[config.mk]
export PLATFORM = sky130hd
export DESIGN_NAME = exmem_mem_access
export DESIGN_NICKNAME = d
export VERILOG_FILES = /design/src/rtl/exmem_mem_access.sv
export SDC_FILE = /design/constraint.sdc
export NUM_CORES = 1
export LEC_CHECK = 0
export CORE_ASPECT_RATIO = 0.9
export CORE_MARGIN = 4
export CORE_UTILIZATION = 39
export CTS_CLUSTER_DIAMETER = 100
export DETAILED_ROUTE_END_ITERATION = 8
export GPL_TIMING_DRIVEN = 0
export PLACE_DENSITY = 0.8
export SLEW_MARGIN = 20
export SYNTH_ARGS = -nofsm -noshare
export SYNTH_HDL_FRONTEND = slang
export SYNTH_SLANG_ARGS = --single-unit
export TNS_END_PERCENT = 100
[constraint.sdc]
create_clock -name clk -period 1.65 [get_ports clk]
set_input_delay 0.165 -clock clk [delete_from_list [all_inputs] [get_ports clk]]
set_output_delay 0.165 -clock clk [all_outputs]
set_load 0.005 [all_outputs]
[src/rtl/exmem_mem_access.sv]
// EX/MEM pipeline register merged with a req/ack data-memory access controller.
// Define DMEM_TIMEOUT_EN to enable the dmem_ack wait timeout and the sticky mem_err flag.
module exmem_mem_access #(
    parameter int TIMEOUT_CYCLES = 255
) (
    input  logic        clk,
    input  logic        rst,
    input  logic [31:0] alu_result_in,
    input  logic [31:0] write_data_in,
    input  logic [4:0]  mux5_out_in,
    input  logic [31:0] adder1_in,
    input  logic        mem_read_in,
    input  logic        mem_write_in,
    input  logic [1:0]  mem_to_reg_in,
    input  logic        reg_write_in,
    input  logic        flush_in,
    output logic        stall_out,
    output logic        dmem_req,
    output logic        dmem_we,
    output logic [31:0] dmem_addr,
    output logic [31:0] dmem_wdata,
    input  logic [31:0] dmem_rdata,
    input  logic        dmem_ack,
    output logic [31:0] data_from_memory_out,
    output logic [31:0] alu_result_out,
    output logic [4:0]  mux5_out_out,
    output logic [31:0] adder1_out,
    output logic [1:0]  mem_to_reg_out,
    output logic        reg_write_out,
    output logic        mem_err
);

    typedef enum logic [1:0] {
        S_IDLE,
        S_REQ,
        S_RESP
    } state_t;

    state_t      r_state;
    logic [31:0] r_alu;
    logic [31:0] r_wdata;
    logic [4:0]  r_rd;
    logic [31:0] r_pc4;
    logic        r_mem_read;
    logic        r_mem_write;
    logic [1:0]  r_mem_to_reg;
    logic        r_reg_write;
    logic [31:0] r_rdata;

    logic        w_in_req;
    logic        w_timeout;

    assign w_in_req = (r_state == S_REQ);

`ifdef DMEM_TIMEOUT_EN
    localparam int CW = (TIMEOUT_CYCLES > 1) ? $clog2(TIMEOUT_CYCLES) : 1;

    logic [CW-1:0] r_wait;
    logic          r_mem_err;

    // Ack in the same cycle as the limit takes precedence over the timeout.
    assign w_timeout = w_in_req && !dmem_ack && (r_wait == CW'(TIMEOUT_CYCLES - 1));

    always_ff @(posedge clk or negedge rst) begin
        if (!rst) begin
            r_wait    <= '0;
            r_mem_err <= 1'b0;
        end else begin
            if (!w_in_req || w_timeout) begin
                r_wait <= '0;
            end else if (!dmem_ack) begin
                r_wait <= r_wait + 1'b1;
            end
            if (w_timeout) begin
                r_mem_err <= 1'b1;
            end
        end
    end

    assign mem_err = r_mem_err;
`else
    logic w_unused_timeout;

    assign w_unused_timeout = (TIMEOUT_CYCLES == 0);
    assign w_timeout        = 1'b0;
    assign mem_err          = 1'b0;
`endif

    // The slot only reloads while not waiting on memory; a timed-out op loses its write-back.
    always_ff @(posedge clk or negedge rst) begin
        if (!rst) begin
            r_state      <= S_IDLE;
            r_alu        <= '0;
            r_wdata      <= '0;
            r_rd         <= '0;
            r_pc4        <= '0;
            r_mem_read   <= 1'b0;
            r_mem_write  <= 1'b0;
            r_mem_to_reg <= 2'b00;
            r_reg_write  <= 1'b0;
            r_rdata      <= '0;
        end else begin
            case (r_state)
                S_REQ: begin
                    if (dmem_ack) begin
                        if (r_mem_read && !r_mem_write) begin
                            r_rdata <= dmem_rdata;
                        end
                        r_state <= S_RESP;
                    end else if (w_timeout) begin
                        r_reg_write <= 1'b0;
                        r_state     <= S_RESP;
                    end
                end
                default: begin
                    if (flush_in) begin
                        r_alu        <= '0;
                        r_wdata      <= '0;
                        r_rd         <= '0;
                        r_pc4        <= '0;
                        r_mem_read   <= 1'b0;
                        r_mem_write  <= 1'b0;
                        r_mem_to_reg <= 2'b00;
                        r_reg_write  <= 1'b0;
                        r_state      <= S_IDLE;
                    end else begin
                        r_alu        <= alu_result_in;
                        r_wdata      <= write_data_in;
                        r_rd         <= mux5_out_in;
                        r_pc4        <= adder1_in;
                        r_mem_read   <= mem_read_in;
                        r_mem_write  <= mem_write_in;
                        r_mem_to_reg <= mem_to_reg_in;
                        r_reg_write  <= reg_write_in;
                        r_state      <= (mem_read_in || mem_write_in) ? S_REQ : S_IDLE;
                    end
                end
            endcase
        end
    end

    assign stall_out            = w_in_req;
    assign dmem_req             = w_in_req;
    assign dmem_we              = w_in_req && r_mem_write;
    assign dmem_addr            = r_alu;
    assign dmem_wdata           = r_wdata;
    assign data_from_memory_out = r_rdata;
    assign alu_result_out       = r_alu;
    assign mux5_out_out         = r_rd;
    assign adder1_out           = r_pc4;
    assign mem_to_reg_out       = r_mem_to_reg;
    assign reg_write_out        = r_reg_write && !w_in_req;

endmodule

run_1/met1.png
Supply wires on this layer in gray.
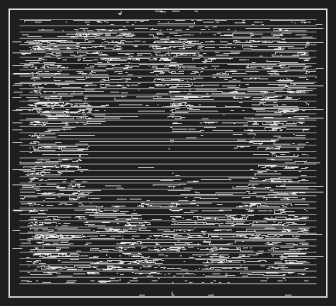
main direction: horizontal
share of all routed wire: 38%
wire length on this layer: 7250 um
nets with wire on the layer: 912
longest straight run: 46.0 um
vias: 5330
DRT Wirelength: 19300 um
grt met1 use: 0.249

run_1/met2.png
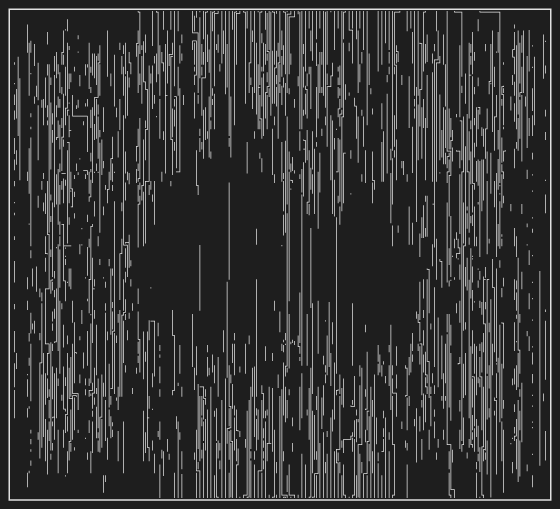
share of all routed wire: 50%
main direction: vertical
longest straight run: 68.0 um
wire length on this layer: 9690 um

==> flow_summary_export.csv, run 1 <==
group,metric,value,unit
power,finalPower,13.4,mW
power,comb_power_share,0.318,
cells_and_area,num-fill-cells,1059,
setup_path,cp_slowest_stage_delay,0.48,ns
flow_run,warning_count,27,
drt,viasPerCell,4.73,
cells_and_area,final_cells,1127,
setup_path,worstPathRequired,1.48,ns
timing,fmax,0.627,GHz
synthesis,syn_area_per_cell,10.2,um2
power,p_sw_frac,0.259,
cells_and_area,multi_input_comb_cells,356,
drt,routed.top_layer,"met4",
cells_and_area,clkbuf_count,18,
timing,maxSlewHeadroom,0.607,
drt,drc,0,
cts,postCtsSetupBuffers,12,
cells_and_area,lay_top_cells,"303 x clkdlybuf4s50_1, 210 x nand2_1, 140 x dfrtp_1",
power,power_switching,3.46,mW
cts,clock-sinks,140,
setup_path,critPathCapture,"dmem_addr[5]",
timing,tightest_slew,0.589,ns
cts,htreeDepth,4,
synthesis,top_cells_by_area,"dfrtp_1 60%, nand2_1 14%, mux2_4 7.8%, o21ai_0 7.8%, buf_4 4.4%",
cells_and_area,final-nonclk-buf-share,0.377,
setup_path,cp-startpoint,"alu_result_out[5]$_DFFE_PN0P_",
floorplan,fp-row-count,42,
cts,hold_buffers,1,
placement,gp_congestion,0.820,
synthesis,syn_inst,570,
power,p_clk,4.39,mW
setup_path,cp_cell_sequence,"buf_4, clkdlybuf4s50_1",
drt,drtIter0Drc,164,
floorplan,chipArea,16900,um2
placement,place_area,9210,um2
setup_path,critical_path.top_delay_family,"buffers and inverters",
timing,hold_slack,0.277,ns
global_route,antenna_found_initial,0,
flow_run,maxCapViolCount,0,
floorplan,ios,314,
cells_and_area,regArea,3500,um2
cells_and_area,drive_gt1_frac,0.152,
synthesis,post_synth_instance_area,5810,um2
synthesis,yosysWarnings,0,
setup_path,reg2reg_from,"r_state[1]$_DFFE_PN0P_",
run_status,status,"complete, no violations",
global_route,overflow,0,
power,irDropWorstVdd,0.00102,V
setup_path,cp_max_fo,3,
timing,setup_tns,0,ns
cts,clock_latency,0.42,ns
global_route,use_met2,0.386,
power,power_leader,"registers",
power,internal_power,9.92,mW
power,leakagePower,4.56,nW
setup_path,rr_worst_depth,6,
power,p_seq,4.74,mW
synthesis,ys_sh_adder,0,
placement,post-place-ws,-0.718,ns
setup_path,end_kind,"primary output",
synthesis,fp_nets,712,
setup_path,slowest_stage,"clkdlybuf4s50_1",
drt,drt_pre_antenna_iters,5,
cells_and_area,final_core_util,0.690,
timing,period_needed,1.59,ns
setup_path,r2r_slack,0.06,ns
floorplan,core,14700,um2
global_route,grt_pass1_vias,5322,
synthesis,synth-simple-area-share,0.157,
cells_and_area,final-clk-cell-share,0.0673,
floorplan,fp-utilization,0.396,
setup_path,r2r-end,"data_from_memory_out[6]$_DFFE_PN0P_",
global_route,busiest_layer,"met2",
cells_and_area,buffers,398,
run_1/met3.png
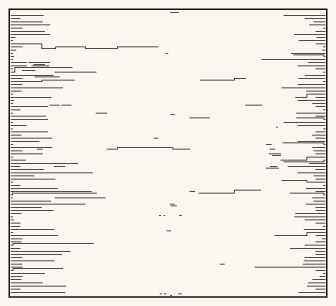
main direction: horizontal
share of all routed wire: 11%

run_1/met4.png
The bar under the picture is 50 um long. Supply wires on this layer in gray. Cells faint in the background.
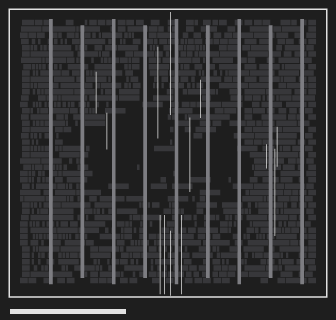

==> run 1 -> run 2 <==
--- a/config.mk
+++ b/config.mk
@@ -11,6 +11,7 @@
 export CTS_CLUSTER_DIAMETER = 100
 export DETAILED_ROUTE_END_ITERATION = 8
 export GPL_TIMING_DRIVEN = 0
+export HOLD_SLACK_MARGIN = 0.08
 export PLACE_DENSITY = 0.8
 export SLEW_MARGIN = 20
 export SYNTH_ARGS = -nofsm -noshare
==> constraint.sdc (replaced) <==
create_clock -name clk -period 1.65 [get_ports clk]
set_input_delay 0.165 -clock clk [delete_from_list [all_inputs] [get_ports clk]]
set_output_delay 0.165 -clock clk [all_outputs]
set_load 0.02 [all_outputs]
run_2/met4.png
The bar under the picture is 50 um long. Supply wires on this layer in gray. Cells faint in the background.
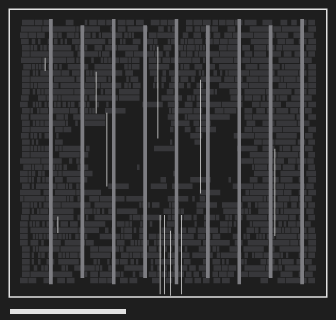
main direction: vertical
longest straight run: 49.0 um
share of all routed wire: 1.6%
nets with wire on the layer: 8
wire length on this layer: 317 um
DRT Wirelength: 19400 um
vias: 5337

==> run 2 against run 1 <==
The flow now finishes with violations (negative setup slack); largest power group is now combinational cells; sequential share of layout area increased by 0.064 points; via count increased by 0.13%; maximum frequency decreased by 4.6%; critical endpoint is now data_from_memory_out[17]$_DFFE_PN0P_; highest routed layer unchanged; count of clock-buffer cells in the layout unchanged; flip-flop count unchanged; first-iteration DRC count decreased by 6.7%; synthesized area unchanged.
==> flow_summary_export.csv, run 2 <==
group,metric,value,unit
run_status,status,"finished, violations left",
run_status,violations,"negative setup slack",
cells_and_area,final_cells,1126,
cells_and_area,buffers,397,
cts,hold_buffers,1,
power,power_switching,4.53,mW
global_route,busiest_layer,"met2",
floorplan,core,14700,um2
drt,drc,0,
cells_and_area,num-fill-cells,1068,
global_route,use_met2,0.384,
timing,period_needed,1.67,ns
setup_path,slowest_stage,"dfrtp_1",
timing,setup_ws,-0.0202,ns
setup_path,cp_slowest_stage_delay,0.36,ns
floorplan,chipArea,16900,um2
cells_and_area,final_core_util,0.689,
power,finalPower,14.4,mW
timing,maxSlewHeadroom,0.614,
drt,drt_pre_antenna_iters,5,
power,internal_power,9.85,mW
setup_path,end_kind,"flip-flop",
cts,htreeDepth,4,
power,comb_power_share,0.365,
setup_path,cp_max_fo,7,
cts,clock-sinks,140,
global_route,grt_pass1_vias,5273,
flow_run,warning_count,28,
power,p_clk,4.39,mW
drt,drtIter0Drc,153,
power,p_sw_frac,0.315,
placement,gp_congestion,0.820,
timing,hold_slack,0.284,ns
synthesis,ys_sh_adder,0,
floorplan,ios,314,
setup_path,r2r-end,"data_from_memory_out[17]$_DFFE_PN0P_",
cells_and_area,multi_input_comb_cells,356,
setup_path,cp-startpoint,"r_state[1]$_DFFE_PN0P_",
global_route,overflow,0,
timing,setup_violations,20,
cts,postCtsSetupBuffers,9,
run_2/met1.png
Supply wires on this layer in gray.
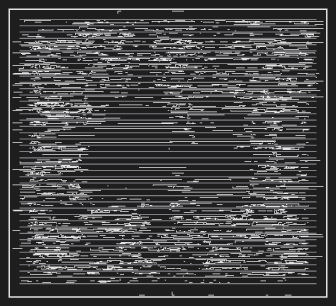
wire length on this layer: 7270 um
longest straight run: 46.0 um
main direction: horizontal
grt met1 use: 0.248

Power and IR drop assume default switching activity.
